Fig. 1: run 1, I/O pins on the die edge
Scale: 4 px per µm. Pins as bars across the die edge, other pins in grey.
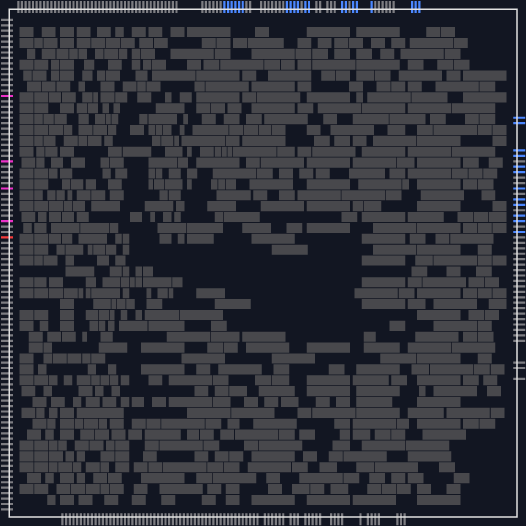
Fig. 2: run 1, cell placement
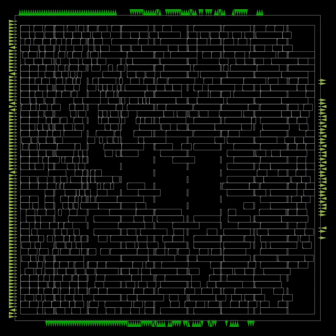
Fig. 3: run 1, metal layers overlaid
Scale: 3 px per µm. Only two layers are drawn.
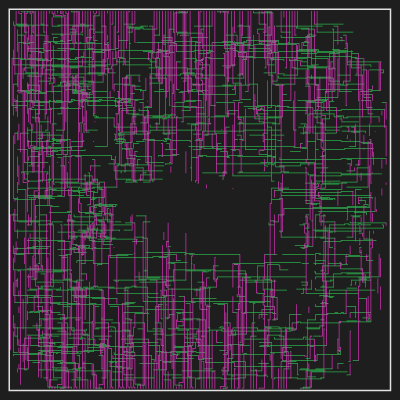
Fig. 4: run 1, the metal 2 layer
Scale: 3 px per µm.
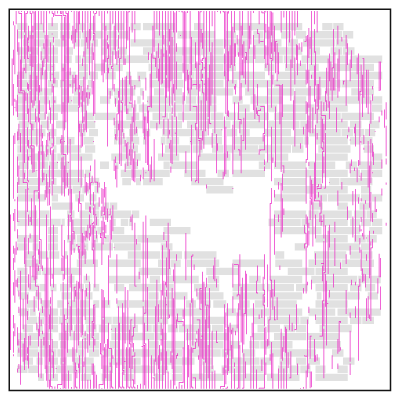
`config.mk`:
```
export PLATFORM = sky130hd
export DESIGN_NAME = bsg_mem_2rw_sync_mask_write_byte_driver
export DESIGN_NICKNAME = d
export VERILOG_FILES = /design/src/rtl/bsg_fifo_1r1w_small.sv /design/src/rtl/bsg_mem_2rw_sync_driver_port.sv /design/src/rtl/bsg_mem_2rw_sync_mask_write_byte_driver.sv
export SDC_FILE = /design/constraint.sdc
export NUM_CORES = 1
export LEC_CHECK = 0
export CAP_MARGIN = 20
export CORE_MARGIN = 2
export CORE_UTILIZATION = 40
export DETAILED_ROUTE_END_ITERATION = 10
export GPL_ROUTABILITY_DRIVEN = 0
export PLACE_DENSITY = 0.8
export SETUP_SLACK_MARGIN = 0.3
export SLEW_MARGIN = 10
export SYNTH_ARGS = -nofsm -noshare
export SYNTH_HDL_FRONTEND = slang
export SYNTH_SLANG_ARGS = --single-unit
export TNS_END_PERCENT = 20
```
`constraint.sdc`:
```
create_clock -name clk_i -period 2.8 [get_ports clk_i]
set_clock_uncertainty 0.1 [all_clocks]
set_input_delay 0.56 -clock clk_i [delete_from_list [all_inputs] [get_ports clk_i]]
set_output_delay 0.56 -clock clk_i [all_outputs]
set_load 0.01 [all_outputs]
```
`src/rtl/bsg_fifo_1r1w_small.sv`:
```
// Small one-read one-write FIFO with registered storage.
// v_o is high whenever an entry is held; yumi_i pops the head.
module bsg_fifo_1r1w_small #(
  parameter int width_p = 8,
  parameter int els_p   = 2
) (
  input  logic               clk_i,
  input  logic               reset_i,
  input  logic               v_i,
  output logic               ready_param_o,
  input  logic [width_p-1:0] data_i,
  output logic               v_o,
  output logic [width_p-1:0] data_o,
  input  logic               yumi_i
);

  localparam int ptr_w = (els_p > 1) ? $clog2(els_p) : 1;
  localparam int cnt_w = $clog2(els_p + 1);

  logic [width_p-1:0] mem_r [els_p];
  logic [ptr_w-1:0]   wr_ptr_r;
  logic [ptr_w-1:0]   rd_ptr_r;
  logic [cnt_w-1:0]   count_r;
  logic               push;
  logic               pop;

  function automatic logic [ptr_w-1:0] inc(
    input logic [ptr_w-1:0] p
  );
    return (p == ptr_w'(els_p - 1))
      ? '0 : p + 1'b1;
  endfunction

  assign ready_param_o = (count_r != cnt_w'(els_p));
  assign v_o           = (count_r != '0);
  assign data_o        = mem_r[rd_ptr_r];
  assign push          = v_i & ready_param_o;
  assign pop           = yumi_i & v_o;

  // storage write at the tail
  always_ff @(posedge clk_i) begin
    if (push)
      mem_r[wr_ptr_r] <= data_i;
  end

  // pointer and occupancy bookkeeping
  always_ff @(posedge clk_i) begin
    if (reset_i) begin
      wr_ptr_r <= '0;
      rd_ptr_r <= '0;
      count_r  <= '0;
    end else begin
      if (push)
        wr_ptr_r <= inc(wr_ptr_r);
      if (pop)
        rd_ptr_r <= inc(rd_ptr_r);
      case ({push, pop})
        2'b10:   count_r <= count_r + 1'b1;
        2'b01:   count_r <= count_r - 1'b1;
        default: count_r <= count_r;
      endcase
    end
  end

endmodule

```
`src/rtl/bsg_mem_2rw_sync_driver_port.sv`:
```
// One RAM port of the driver: command pass-through, read
// credit tracking and capture of read data into a FIFO.
module bsg_mem_2rw_sync_driver_port #(
  parameter int width_p   = 32,
  parameter int els_p     = 16,
  parameter int rsp_els_p = 2,
  localparam int addr_width_lp = $clog2(els_p),
  localparam int write_mask_width_lp = width_p >> 3
) (
  input  logic                           clk_i,
  input  logic                           reset_i,
  input  logic                           block_i,
  input  logic                           v_i,
  input  logic                           w_i,
  input  logic [addr_width_lp-1:0]       addr_i,
  input  logic [width_p-1:0]             data_i,
  input  logic [write_mask_width_lp-1:0] mask_i,
  output logic                           ready_and_o,
  output logic                           v_o,
  output logic [width_p-1:0]             data_o,
  input  logic                           yumi_i,
  output logic                           mem_v_o,
  output logic                           mem_w_o,
  output logic [addr_width_lp-1:0]       mem_addr_o,
  output logic [width_p-1:0]             mem_data_o,
  output logic [write_mask_width_lp-1:0] mem_mask_o,
  input  logic [width_p-1:0]             mem_data_i
);

  localparam int cnt_w = $clog2(rsp_els_p + 1);

  logic             inflight_r;
  logic [cnt_w-1:0] count_r;
  logic [cnt_w-1:0] used;
  logic             hs;
  logic             push;
  logic             pop;
  logic             fifo_ready;
  logic             fifo_v;

  // count + inflight never exceeds rsp_els_p, so it fits cnt_w
  assign used        = count_r + cnt_w'(inflight_r);
  assign ready_and_o = ~reset_i & ~block_i
                     & (used < cnt_w'(rsp_els_p));
  assign hs          = v_i & ready_and_o;

  assign mem_v_o    = hs;
  assign mem_w_o    = w_i;
  assign mem_addr_o = addr_i;
  assign mem_data_o = w_i ? data_i : '0;
  assign mem_mask_o = w_i ? mask_i : '0;

  assign push = inflight_r & fifo_ready;
  assign v_o  = fifo_v & ~reset_i;
  assign pop  = yumi_i & v_o;

  // read issued this cycle returns data next cycle
  always_ff @(posedge clk_i) begin
    if (reset_i)
      inflight_r <= 1'b0;
    else
      inflight_r <= hs & ~w_i;
  end

  // occupancy mirror used for credit accounting
  always_ff @(posedge clk_i) begin
    if (reset_i)
      count_r <= '0;
    else
      case ({push, pop})
        2'b10:   count_r <= count_r + 1'b1;
        2'b01:   count_r <= count_r - 1'b1;
        default: count_r <= count_r;
      endcase
  end

  bsg_fifo_1r1w_small #(
    .width_p (width_p),
    .els_p   (rsp_els_p)
  ) rsp_fifo (
    .clk_i         (clk_i),
    .reset_i       (reset_i),
    .v_i           (inflight_r),
    .ready_param_o (fifo_ready),
    .data_i        (mem_data_i),
    .v_o           (fifo_v),
    .data_o        (data_o),
    .yumi_i        (pop)
  );

  a_yumi_legal: assert property (
    @(posedge clk_i) disable iff (reset_i)
    yumi_i |-> v_o
  );

endmodule

```
`src/rtl/bsg_mem_2rw_sync_mask_write_byte_driver.sv`:
```
// Dual-port driver for a synchronous byte-masked RAM.
// Port b yields to port a on a same-address write hazard.
module bsg_mem_2rw_sync_mask_write_byte_driver #(
  parameter int width_p   = 32,
  parameter int els_p     = 16,
  parameter int rsp_els_p = 2,
  localparam int addr_width_lp = $clog2(els_p),
  localparam int write_mask_width_lp = width_p >> 3
) (
  input  logic                           clk_i,
  input  logic                           reset_i,

  input  logic                           a_v_i,
  input  logic                           a_w_i,
  input  logic [addr_width_lp-1:0]       a_addr_i,
  input  logic [width_p-1:0]             a_data_i,
  input  logic [write_mask_width_lp-1:0] a_mask_i,
  output logic                           a_ready_and_o,
  output logic                           a_v_o,
  output logic [width_p-1:0]             a_data_o,
  input  logic                           a_yumi_i,

  input  logic                           b_v_i,
  input  logic                           b_w_i,
  input  logic [addr_width_lp-1:0]       b_addr_i,
  input  logic [width_p-1:0]             b_data_i,
  input  logic [write_mask_width_lp-1:0] b_mask_i,
  output logic                           b_ready_and_o,
  output logic                           b_v_o,
  output logic [width_p-1:0]             b_data_o,
  input  logic                           b_yumi_i,

  output logic                           mem_a_v_o,
  output logic                           mem_a_w_o,
  output logic [addr_width_lp-1:0]       mem_a_addr_o,
  output logic [width_p-1:0]             mem_a_data_o,
  output logic [write_mask_width_lp-1:0] mem_a_mask_o,
  input  logic [width_p-1:0]             mem_a_data_i,

  output logic                           mem_b_v_o,
  output logic                           mem_b_w_o,
  output logic [addr_width_lp-1:0]       mem_b_addr_o,
  output logic [width_p-1:0]             mem_b_data_o,
  output logic [write_mask_width_lp-1:0] mem_b_mask_o,
  input  logic [width_p-1:0]             mem_b_data_i
);

  logic hazard;

  assign hazard = a_v_i & b_v_i
                & (a_addr_i == b_addr_i)
                & (a_w_i | b_w_i);

  bsg_mem_2rw_sync_driver_port #(
    .width_p   (width_p),
    .els_p     (els_p),
    .rsp_els_p (rsp_els_p)
  ) port_a (
    .clk_i       (clk_i),
    .reset_i     (reset_i),
    .block_i     (1'b0),
    .v_i         (a_v_i),
    .w_i         (a_w_i),
    .addr_i      (a_addr_i),
    .data_i      (a_data_i),
    .mask_i      (a_mask_i),
    .ready_and_o (a_ready_and_o),
    .v_o         (a_v_o),
    .data_o      (a_data_o),
    .yumi_i      (a_yumi_i),
    .mem_v_o     (mem_a_v_o),
    .mem_w_o     (mem_a_w_o),
    .mem_addr_o  (mem_a_addr_o),
    .mem_data_o  (mem_a_data_o),
    .mem_mask_o  (mem_a_mask_o),
    .mem_data_i  (mem_a_data_i)
  );

  bsg_mem_2rw_sync_driver_port #(
    .width_p   (width_p),
    .els_p     (els_p),
    .rsp_els_p (rsp_els_p)
  ) port_b (
    .clk_i       (clk_i),
    .reset_i     (reset_i),
    .block_i     (hazard),
    .v_i         (b_v_i),
    .w_i         (b_w_i),
    .addr_i      (b_addr_i),
    .data_i      (b_data_i),
    .mask_i      (b_mask_i),
    .ready_and_o (b_ready_and_o),
    .v_o         (b_v_o),
    .data_o      (b_data_o),
    .yumi_i      (b_yumi_i),
    .mem_v_o     (mem_b_v_o),
    .mem_w_o     (mem_b_w_o),
    .mem_addr_o  (mem_b_addr_o),
    .mem_data_o  (mem_b_data_o),
    .mem_mask_o  (mem_b_mask_o),
    .mem_data_i  (mem_b_data_i)
  );

endmodule
```
==> tab_implementation.tex, run 1 <==
% Table of physical implementation metrics
\begin{tabular}{lr}
\hline
Metric & Value \\
\hline
\multicolumn{2}{l}{\textbf{Timing}} \\
\quad Final period util & a little over nine tenths \\
\quad Worst hold margin & around 420 ps \\
\quad Max Clk Rate & roughly 370 MHz \\
\quad Minimum clock period & 2680 ps \\
\quad Number of max-slew violations in the final report & 0 \\
\quad RSZ-0062 raised after global routing & yes \\
\quad Relative slew slack & a little over two thirds \\
\quad Slew at the pin closest to its max-slew limit & between 400 and 500 ps \\
\multicolumn{2}{l}{\textbf{Yosys}} \\
\quad Post-Syn Nets & roughly 550 \\
\quad Yosys stat area & 0.00601 mm² \\
\quad Distinct lib cells & 29 \\
\quad Top cells by area in the synthesized netlist & sky130\_fd\_sc\_hd\_\_edfxtp\_1 64\%, sky130\_fd\_sc\_hd\_\_mux2\_2 8.2\%, sky130\_fd\_sc\_hd\_\_and2\_1 7.6\% \\
\quad Count of synthesis-stage warnings from yosys & 0 \\
\quad Area fraction in xor and xnor cells & under 10\% \\
\quad Portion of synthesized cell area occupied by the leading cell type & 64.0\% \\
\quad Post-synthesis instance area & $\sim$0.006 mm² \\
\quad Number of synthesized register bits & roughly 140 \\
\quad Synth Area in Simple Gates & $\sim$10\% \\
\quad Largest non-sequential cell family by area & multiplexers \\
\quad Post-Synthesis Cells & 392 \\
\quad Share of flip-flops with an asynchronous set or reset & 0\% \\
\quad Top cell type by total area after synthesis & sky130\_fd\_sc\_hd\_\_edfxtp\_1 \\
\quad Cells in synth\_stat.txt & about 400 \\
\quad Post-synth top cells & 128 x sky130\_fd\_sc\_hd\_\_edfxtp\_1, 73 x sky130\_fd\_sc\_hd\_\_and2\_1, 44 x sky130\_fd\_sc\_hd\_\_mux2\_2 \\
\quad Area fraction in compound gates & under 10\% \\
\quad Fa+ha+maj area frac & less than 1\% \\
\multicolumn{2}{l}{\textbf{Flow run}} \\
\quad Count of warning messages emitted by the tools & 28 \\
\quad Number of max-capacitance violations reported & 0 \\
\multicolumn{2}{l}{\textbf{Placement}} \\
\quad Number of input and output port buffers inserted & 303 \\
\quad Placed Cells & around 870 \\
\multicolumn{2}{l}{\textbf{Setup path}} \\
\quad Critical R2R Launch & port\_a.rsp\_fifo.count\_r[0]\$\_SDFFE\_PP0P\_ \\
\quad Required time at the endpoint of the critical path & $\sim$2100 ps \\
\quad Critical path startpoint & reset\_i \\
\quad CP endpoint & a\_v\_o \\
\quad Critical path peak fanout & 20 \\
\quad FF-to-FF setup slack & around 1000 ps \\
\quad CP Launch Type & input port \\
\quad Capturing element type of the critical path & output port \\
\quad Data arrival at the endpoint of the critical path & just over 2000 ps \\
\multicolumn{2}{l}{\textbf{Die}} \\
\quad Core Density at Floorplan & 41.2\% \\
\quad Die width & $\sim$130 µm \\
\quad Vertical die dimension & 127 µm \\
\quad Die area & between 0.015 and 0.02 mm² \\
\quad I/O pin count & 304 \\
\multicolumn{2}{l}{\textbf{Finish}} \\
\quad Relative area change from synthesis to final layout & 66.6\% \\
\quad Most common cell after layout, fill and taps aside & sky130\_fd\_sc\_hd\_\_clkdlybuf4s50\_1 \\
\quad Fraction of final layout cells sized beyond drive strength 1 & between 10 and 15\% \\
\quad Count of inserted antenna diode cells & 0 \\
\quad Fill cell count & approximately 980 \\
\multicolumn{2}{l}{\textbf{Clocking}} \\
\quad Post-CTS clock slew at the launch and capture registers of the worst setup and hold paths & 60 ps \\
\quad Number of buffers created by CTS & 17 \\
\quad CTS Buffer Depth & 2 \\
\quad Number of buffers inserted by post-CTS setup repair & 0 \\
\quad Clk Latency, worst-skew pair & approximately 420 ps \\
\quad TritonCTS clock tree & yes \\
\quad CTS Hold Bufs & 0 \\
\quad H-tree lvl count & 4 \\
\quad CTS-repair resized insts & 28 \\
\quad TritonCTS sink count & approximately 140 \\
\quad Root buffer selected by CTS & sky130\_fd\_sc\_hd\_\_clkbuf\_16 \\
\multicolumn{2}{l}{\textbf{Global route}} \\
\quad Largest net degree at the start of global routing & 39 \\
\quad Via count of the first global-routing pass & between 4,000 and 5,000 \\
\quad First-pass GRT wire length & roughly 25 mm \\
\quad Antenna violations before repair & 0 \\
\multicolumn{2}{l}{\textbf{Worst hold path}} \\
\quad Number of stages on the worst hold path & 2 \\
\quad Beginning of the worst hold path & port\_b.count\_r[1]\$\_SDFFE\_PP0P\_ \\
\quad Hold Crit Class & reg -> reg \\
\quad Worst Hold Endpoint & port\_b.count\_r[1]\$\_SDFFE\_PP0P\_ \\
\multicolumn{2}{l}{\textbf{Route}} \\
\quad DRC violation count after routing & 0 \\
\quad Number of design-rule violations left by the first detailed-router iteration & between 150 and 200 \\
\quad Antenna-violating nets left & 0 \\
\quad Vias per Instance & 4.78 \\
\multicolumn{2}{l}{\textbf{Power and ir drop}} \\
\quad Leakage power & about 0.0038 µW \\
\quad Worst VDD drop & $\sim$0.4 mV \\
\quad Power density over cell area & approximately 530 mW/mm² \\
\multicolumn{2}{l}{\textbf{Run status}} \\
\quad Result of the run & finished clean \\
\hline
\end{tabular}
## Picture notes: Fig. 1
magenta -> `b_mask_i`  # pins 4, direction input, edge west
blue -> `b_data_o`  # pins 32, direction output, edge 20 north, 12 east
red -> `b_w_i`  # pins 1, direction input, edge west

## Picture notes: Fig. 2
core outline area: 0.0146 mm²
register fraction of the total cell area: 41.7%
core occupancy in the finished layout: 68.6%
placement row count: 44

## Picture notes: Fig. 3
green -> metal 1  # wire length 5,990 µm
magenta -> metal 2  # wire length 9,410 µm
DR WL/cell: 18.9 µm
Routed Wire Length: 17.0 mm
all-layer global routing usage: 20.3%
via count of the routed design: 4,318

## Picture notes: Fig. 4
main direction = vertical
wire length on this layer = 9,410 µm
share of all routed wire = 55%
longest straight run = 56.9 µm
nets with wire on the layer = 793
global routing usage on met2: 38.4%

-- run 1: registers in the layout (all words and copies together) (netlist names), 2 cells and up, named ones only --
name,count
port_b.rsp_fifo.count_r,2
port_b.count_r,2
port_a.count_r,2
port_b.rsp_fifo.mem_r,64
port_a.rsp_fifo.count_r,2
port_a.rsp_fifo.mem_r,64
-- run 1: cell type report --
cell class                      count  area, µm²  share of cell area, %
Clock buffer                       17        425                   4.25
Sequential cell                   144       4170                   41.7
Multi-Input combinational cell    212       1670                   16.7
Tap cell                          184        230                   2.30
Timing Repair Buffer              324       3340                   33.4
Inverter                            8       30.0                  0.300
Clock inverter                     15        139                   1.39
-- run 1: power breakdown --
part / internal, µW / switching (µW) / leakage [µW]
clock: 1230 / 879 / 0.000267
sequential: 2400 / 26.4 / 0.00129
combinational: 496 / 295 / 0.00220
total: 4120 / 1200 / 0.00376
-- run 1: per-stage QoR --
step                instance area (µm²)  setup TNS [ps]  util (%)  setup WS (ps)  total power (µW)
floorplan                          6010               0         -            305              2730
global placement                   9270           -36.7      63.6          -36.7              3230
detailed placement                 9270           -49.6      63.6          -36.0              3250
CTS                                9870               0      67.7           93.3              5360
global route                      10000               0      68.6           80.3              5510
finish                            10000               0      68.6            119              5320
-- run 1: per-layer routing --
layer	vias up	track usage, %	share of wire, %
met5	-	0	0
met3	37	4.89	5.8
li1	2036	-	-
met2	186	38.4	55
met4	0	11.0	3.8
met1	2059	20.4	35
-- run 1: worst max-delay path, cell delays in order --
cell,delay [ps]
sky130_fd_sc_hd__clkdlybuf4s50_1,450
sky130_fd_sc_hd__buf_12,170
sky130_fd_sc_hd__o21bai_1,180
sky130_fd_sc_hd__inv_1,70
sky130_fd_sc_hd__clkdlybuf4s50_1,580
Fig. 5: run 1, a small window of the routed layout
Region (43, 43) to (83, 83) µm. Cells in grey, sequential cells in the stronger grey; small squares are vias.
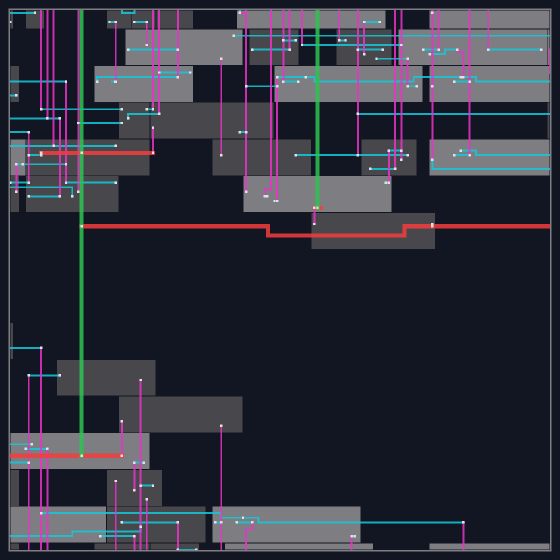

==> inputs of run 2 (changes only) <==
--- a/config.mk
+++ b/config.mk
@@ -5,6 +5,7 @@
 export SDC_FILE = /design/constraint.sdc
 export NUM_CORES = 1
 export LEC_CHECK = 0
+export ABC_AREA = 0
 export CAP_MARGIN = 20
 export CORE_MARGIN = 2
 export CORE_UTILIZATION = 40
@@ -15,5 +16,6 @@
 export SLEW_MARGIN = 10
 export SYNTH_ARGS = -nofsm -noshare
 export SYNTH_HDL_FRONTEND = slang
+export SYNTH_HIERARCHICAL = 1
 export SYNTH_SLANG_ARGS = --single-unit
 export TNS_END_PERCENT = 20
Fig. 6: run 2, a small window of the routed layout
Region (43, 43) to (83, 83) µm. Cells in grey, sequential cells in the stronger grey; small squares are vias.
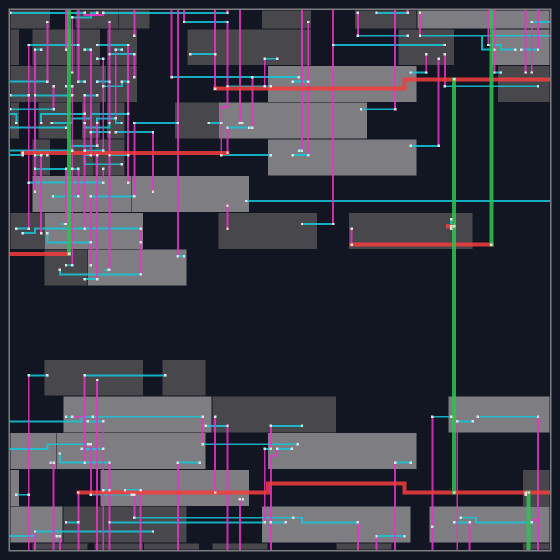
green -> metal 4
red -> metal 3
magenta -> metal 2
cyan -> metal 1
most frequent = edfxtp_1 (11), clkbuf_16 (4)
cells with their middle in the window = 45
sequential cells in the window = 15
netlist names of flops here include = `port_b/rsp_fifo/mem_r` (7), `port_a/rsp_fifo/mem_r` (4), `port_a/rsp_fifo/count_r` (2)

==> tab_implementation.tex, run 2 <==
% Table of physical implementation metrics
\begin{tabular}{lr}
\hline
Metric & Value \\
\hline
\multicolumn{2}{l}{\textbf{Die}} \\
\quad Core Density at Floorplan & 41.1\% (-0.10 points) \\
\quad I/O pin count & 304 (unchanged) \\
\quad Count of inserted tapcells & 184 (unchanged) \\
\multicolumn{2}{l}{\textbf{Yosys}} \\
\quad Post-synthesis instance area & 0.00599 mm² (-0.25\%) \\
\quad Yosys stat area & 0.00599 mm² (-0.25\%) \\
\quad Post-synth top cells & 128 x sky130\_fd\_sc\_hd\_\_edfxtp\_1, 76 x sky130\_fd\_sc\_hd\_\_and2\_1, 60 x sky130\_fd\_sc\_hd\_\_mux2\_2 \\
\quad Post-Synthesis Cells & 381 (-2.8\%) \\
\multicolumn{2}{l}{\textbf{Global route}} \\
\quad All-layer global routing usage & 18.7\% (-1.7 points) \\
\quad Antenna violations before repair & 0 (unchanged) \\
\quad First-pass GRT wire length & 22.8 mm (-7.2\%) \\
\quad Global routing usage on met2 & 35.7\% (-2.6 points) \\
\quad Routing usage on met1 & 18.0\% (-2.4 points) \\
\multicolumn{2}{l}{\textbf{Run status}} \\
\quad Result of the run & finished clean \\
\multicolumn{2}{l}{\textbf{Setup path}} \\
\quad CP endpoint & a\_ready\_and\_o \\
\quad Slowest cell delay on critical path & 630 ps (+50 ps) \\
\quad Critical R2R Launch & port\_b/rsp\_fifo/count\_r[0]\$\_SDFFE\_PP0P\_ \\
\quad Logic depth of the worst setup path including buffers & 3 (-2) \\
\quad CP Launch Type & register \\
\quad Critical path peak fanout & 7 (-65\%) \\
\quad FF-to-FF setup slack & 720 ps (-300 ps) \\
\multicolumn{2}{l}{\textbf{Finish}} \\
\quad Invs w/o clock & 2 (-6) \\
\quad Footprint of the multi-input gates & 0.00169 mm² (+1.3\%) \\
\quad Most common cell after layout, fill and taps aside & sky130\_fd\_sc\_hd\_\_clkdlybuf4s50\_1 \\
\quad Logic share of the area & 16.9\% (+0.21 points) \\
\multicolumn{2}{l}{\textbf{Route}} \\
\quad DRC violation count after routing & 0 (unchanged) \\
\quad DR WL/cell & 17.7 µm (-6.3\%) \\
\quad Antenna-violating nets left & 0 (unchanged) \\
\multicolumn{2}{l}{\textbf{Timing}} \\
\quad Max Clk Rate & 402 MHz (+7.8\%) \\
\quad Final period util & 88.8\% (-6.9 points) \\
\multicolumn{2}{l}{\textbf{Clocking}} \\
\quad Clk Latency, worst-skew pair & 400 ps (-20 ps) \\
\quad TritonCTS sink count & 144 (unchanged) \\
\multicolumn{2}{l}{\textbf{Power and ir drop}} \\
\quad Power density over cell area & 506 mW/mm² (-4.8\%) \\
\multicolumn{2}{l}{\textbf{Flow run}} \\
\quad Number of max-capacitance violations reported & 0 (unchanged) \\
\quad Count of warning messages emitted by the tools & 28 (unchanged) \\
\multicolumn{2}{l}{\textbf{Worst hold path}} \\
\quad Worst Hold Endpoint & port\_a/rsp\_fifo/count\_r[1]\$\_SDFFE\_PP0P\_ \\
\hline
\end{tabular}
Fig. 7: run 2, hierarchy map
Scale: 2 px per µm. Other cells in grey.
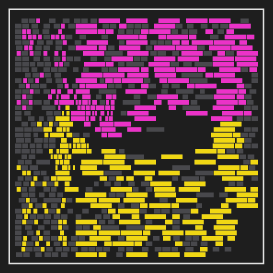
yellow -> `port_b`  # cells 179
magenta -> `port_a`  # cells 181
not coloured = 353
Post-Layout Cell Count: 897
core occupancy in the finished layout: 68.6%
die area: 0.0160 mm²

[run 2: repair_timing]
action	CTS	global route
resized	44	48
endpoints found under the hold margin	0	0
pin swaps	3	6
endpoints found under the setup margin	144	116
hold buffers	0	0
gates cloned	0	3
setup buffers	0	0
[run 2: per-stage QoR]
stage	setup TNS [ps]	hold WS [ps]	setup WS, ps	power [µW]	instances
finish	0	433	313	5070	897
global route	0	458	233	5220	897
CTS	0	424	113	5120	894
detailed placement	-430	413	-251	2970	862
global placement	-440	385	-255	2960	862
floorplan	0	366	734	2550	381
[run 2: kinds of logic (layout without fill, tap and decap cells)]
kind of cell,Yosys count,in the layout,share of synthesized area [%]
AOI/OAI and AO/OA,19,19,2.28
xor gates and xnor gates,14,14,2.05
adders and majority gates,4,4,0.835
buffers and inverters,26,358,2.38
DFF,144,144,69.5
muxes,64,64,12.0
other,1,1,0.0626
and+or+nand+nor,109,109,10.9
[run 2: report_power, final]
part	switching, µW	leakage, µW	internal (µW)	total (µW)
logic	182	0.00229	359	542
registers	8.43	0.00129	2360	2360
clock network	910	0.000270	1250	2160
total	1100	0.00385	3970	5070
[run 2: routing by layer]
| metal | wire, µm | vias to the layer above |
|---|---|---|
| met4 | 512 | 0 |
| met3 | 946 | 30 |
| met2 | 8960 | 165 |
| met1 | 5430 | 2028 |
| met5 | 0 | - |
| li1 | - | 2018 |
[run 2: worst min-delay path: stages, from the launching register on]
cell,delay [ps]
sky130_fd_sc_hd__dfxtp_1,340
sky130_fd_sc_hd__o21ai_0,90
sky130_fd_sc_hd__a21oi_1,60
==> inputs of run 3 (changes only) <==
--- a/config.mk
+++ b/config.mk
@@ -9,6 +9,7 @@
 export CAP_MARGIN = 20
 export CORE_MARGIN = 2
 export CORE_UTILIZATION = 40
+export CTS_CLUSTER_DIAMETER = 100
 export DETAILED_ROUTE_END_ITERATION = 10
 export GPL_ROUTABILITY_DRIVEN = 0
 export PLACE_DENSITY = 0.8
Fig. 8: run 3, hierarchy map
Scale: 2 px per µm. Other cells in grey.
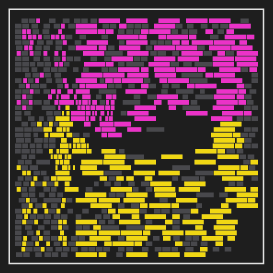

==> tab_implementation.tex, run 3 <==
% Table of physical implementation metrics
\begin{tabular}{lr}
\hline
Metric & Value \\
\hline
\multicolumn{2}{l}{\textbf{Die}} \\
\quad I/O pin count & 304 (unchanged) \\
\quad Core Density at Floorplan & 41.1\% (unchanged) \\
\quad Die area & 0.0160 mm² (unchanged) \\
\quad Count of inserted tapcells & 184 (unchanged) \\
\multicolumn{2}{l}{\textbf{Route}} \\
\quad Detailed route wirelength on metal2 & 8.96 mm (unchanged) \\
\quad Top layer in use & met4 \\
\quad DR WL/cell & 17.7 µm (unchanged) \\
\quad DRC violation count after routing & 0 (unchanged) \\
\quad Detail Route met3 WL & 946 µm (unchanged) \\
\multicolumn{2}{l}{\textbf{Timing}} \\
\quad Worst hold margin & 433 ps (unchanged) \\
\quad Summed negative setup slack over all endpoints & 0 ps (unchanged) \\
\multicolumn{2}{l}{\textbf{Finish}} \\
\quad Post-Layout Cell Count & 897 (unchanged) \\
\quad Footprint of the multi-input gates & 0.00169 mm² (unchanged) \\
\quad Invs w/o clock & 2 (unchanged) \\
\quad Core occupancy in the finished layout & 68.6\% (unchanged) \\
\quad Most common cell after layout, fill and taps aside & sky130\_fd\_sc\_hd\_\_clkdlybuf4s50\_1 \\
\multicolumn{2}{l}{\textbf{Global route}} \\
\quad First-pass GRT wire length & 22.8 mm (unchanged) \\
\quad All-layer global routing usage & 18.7\% (unchanged) \\
\multicolumn{2}{l}{\textbf{Yosys}} \\
\quad Synth Area in Simple Gates & 10.9\% (unchanged) \\
\quad Area fraction in xor and xnor cells & 2.05\% (unchanged) \\
\quad Post-Synthesis Cells & 381 (unchanged) \\
\quad Post-synthesis instance area & 0.00599 mm² (unchanged) \\
\quad Yosys stat area & 0.00599 mm² (unchanged) \\
\quad Area fraction in compound gates & 2.28\% (unchanged) \\
\quad Proportion of synthesized area in mux cells & 12.0\% (unchanged) \\
\quad Fa+ha+maj area frac & 0.835\% (unchanged) \\
\quad Post-synth top cells & 128 x sky130\_fd\_sc\_hd\_\_edfxtp\_1, 76 x sky130\_fd\_sc\_hd\_\_and2\_1, 60 x sky130\_fd\_sc\_hd\_\_mux2\_2 \\
\multicolumn{2}{l}{\textbf{Power and ir drop}} \\
\quad Total Power & 5070 µW (unchanged) \\
\quad Power density over cell area & 506 mW/mm² (unchanged) \\
\multicolumn{2}{l}{\textbf{Run status}} \\
\quad Result of the run & finished clean \\
\multicolumn{2}{l}{\textbf{Flow run}} \\
\quad Count of warning messages emitted by the tools & 28 (unchanged) \\
\quad Number of max-capacitance violations reported & 0 (unchanged) \\
\multicolumn{2}{l}{\textbf{Setup path}} \\
\quad CP Launch Type & register \\
\multicolumn{2}{l}{\textbf{Placement}} \\
\quad Placed Cells & 862 (unchanged) \\
\multicolumn{2}{l}{\textbf{Clocking}} \\
\quad Number of buffers inserted by post-CTS setup repair & 0 (unchanged) \\
\hline
\end{tabular}
Fig. 9: run 3, a small window of the routed layout
Region (43, 43) to (83, 83) µm. Cells in grey, sequential cells in the stronger grey; small squares are vias.
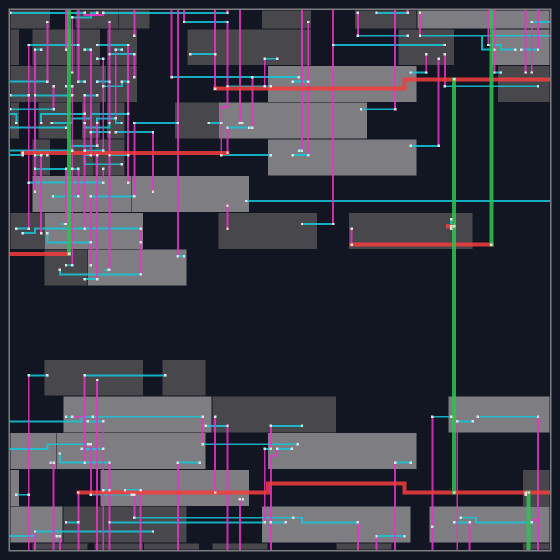
red -> metal 3
magenta -> metal 2
green -> metal 4
cyan -> metal 1
netlist names of flops here include = `port_b/rsp_fifo/mem_r` (7), `port_a/rsp_fifo/mem_r` (4), `port_a/rsp_fifo/count_r` (2)
cells with their middle in the window = 45
sequential cells in the window = 15
most frequent = edfxtp_1 (11), clkbuf_16 (4)

[run 3: cell families (layout without fill, tap and decap cells)]
family,count (synthesis),in the layout
AOI/OAI and AO/OA,19,19
xor gates and xnor gates,14,14
adders and majority gates,4,4
buffers and inverters,26,358
DFF,144,144
muxes,64,64
other,1,1
and+or+nand+nor,109,109
[run 3: final timing paths]
path / start / endpoint / slack, ps / depth (start not counted)
max: port_a/inflight_r$_SDFF_PP0_ / a_ready_and_o / 310 / 3
min: port_a/rsp_fifo/count_r[1]$_SDFFE_PP0P_ / port_a/rsp_fifo/count_r[1]$_SDFFE_PP0P_ / 430 / 2
max reg2reg: port_b/rsp_fifo/count_r[0]$_SDFFE_PP0P_ / port_b/rsp_fifo/count_r[1]$_SDFFE_PP0P_ / 720 / 7
min reg2reg: port_a/rsp_fifo/count_r[1]$_SDFFE_PP0P_ / port_a/rsp_fifo/count_r[1]$_SDFFE_PP0P_ / 430 / 2
[run 3: timing repair]
item	in CTS	in global routing
gates resized	44	48
gates cloned	0	3
endpoints found under the setup margin	144	116
pin swaps	3	6
hold buffers	0	0
[run 3: worst max-delay path, stage by stage, from the launching register on]
cell and delay, ps:
sky130_fd_sc_hd__dfxtp_2 350, sky130_fd_sc_hd__a21o_2 220, sky130_fd_sc_hd__a211oi_2 220, sky130_fd_sc_hd__clkdlybuf4s50_1 630
[run 3: per-stage QoR]
step | cell area [µm²] | setup slack (ps)
after floorplan | 5990 | 734
after global placement | 9260 | -255
after detailed placement | 9260 | -251
after CTS | 9820 | 113
after global routing | 10000 | 233
final | 10000 | 313
[run 3: power breakdown]
part	internal [µW]	total (µW)	switching, µW
logic	359	542	182
clock network	1250	2160	910
registers	2360	2360	8.43
total	3970	5070	1100
Power figures rest on the tool's default switching activity, not on a simulated workload.
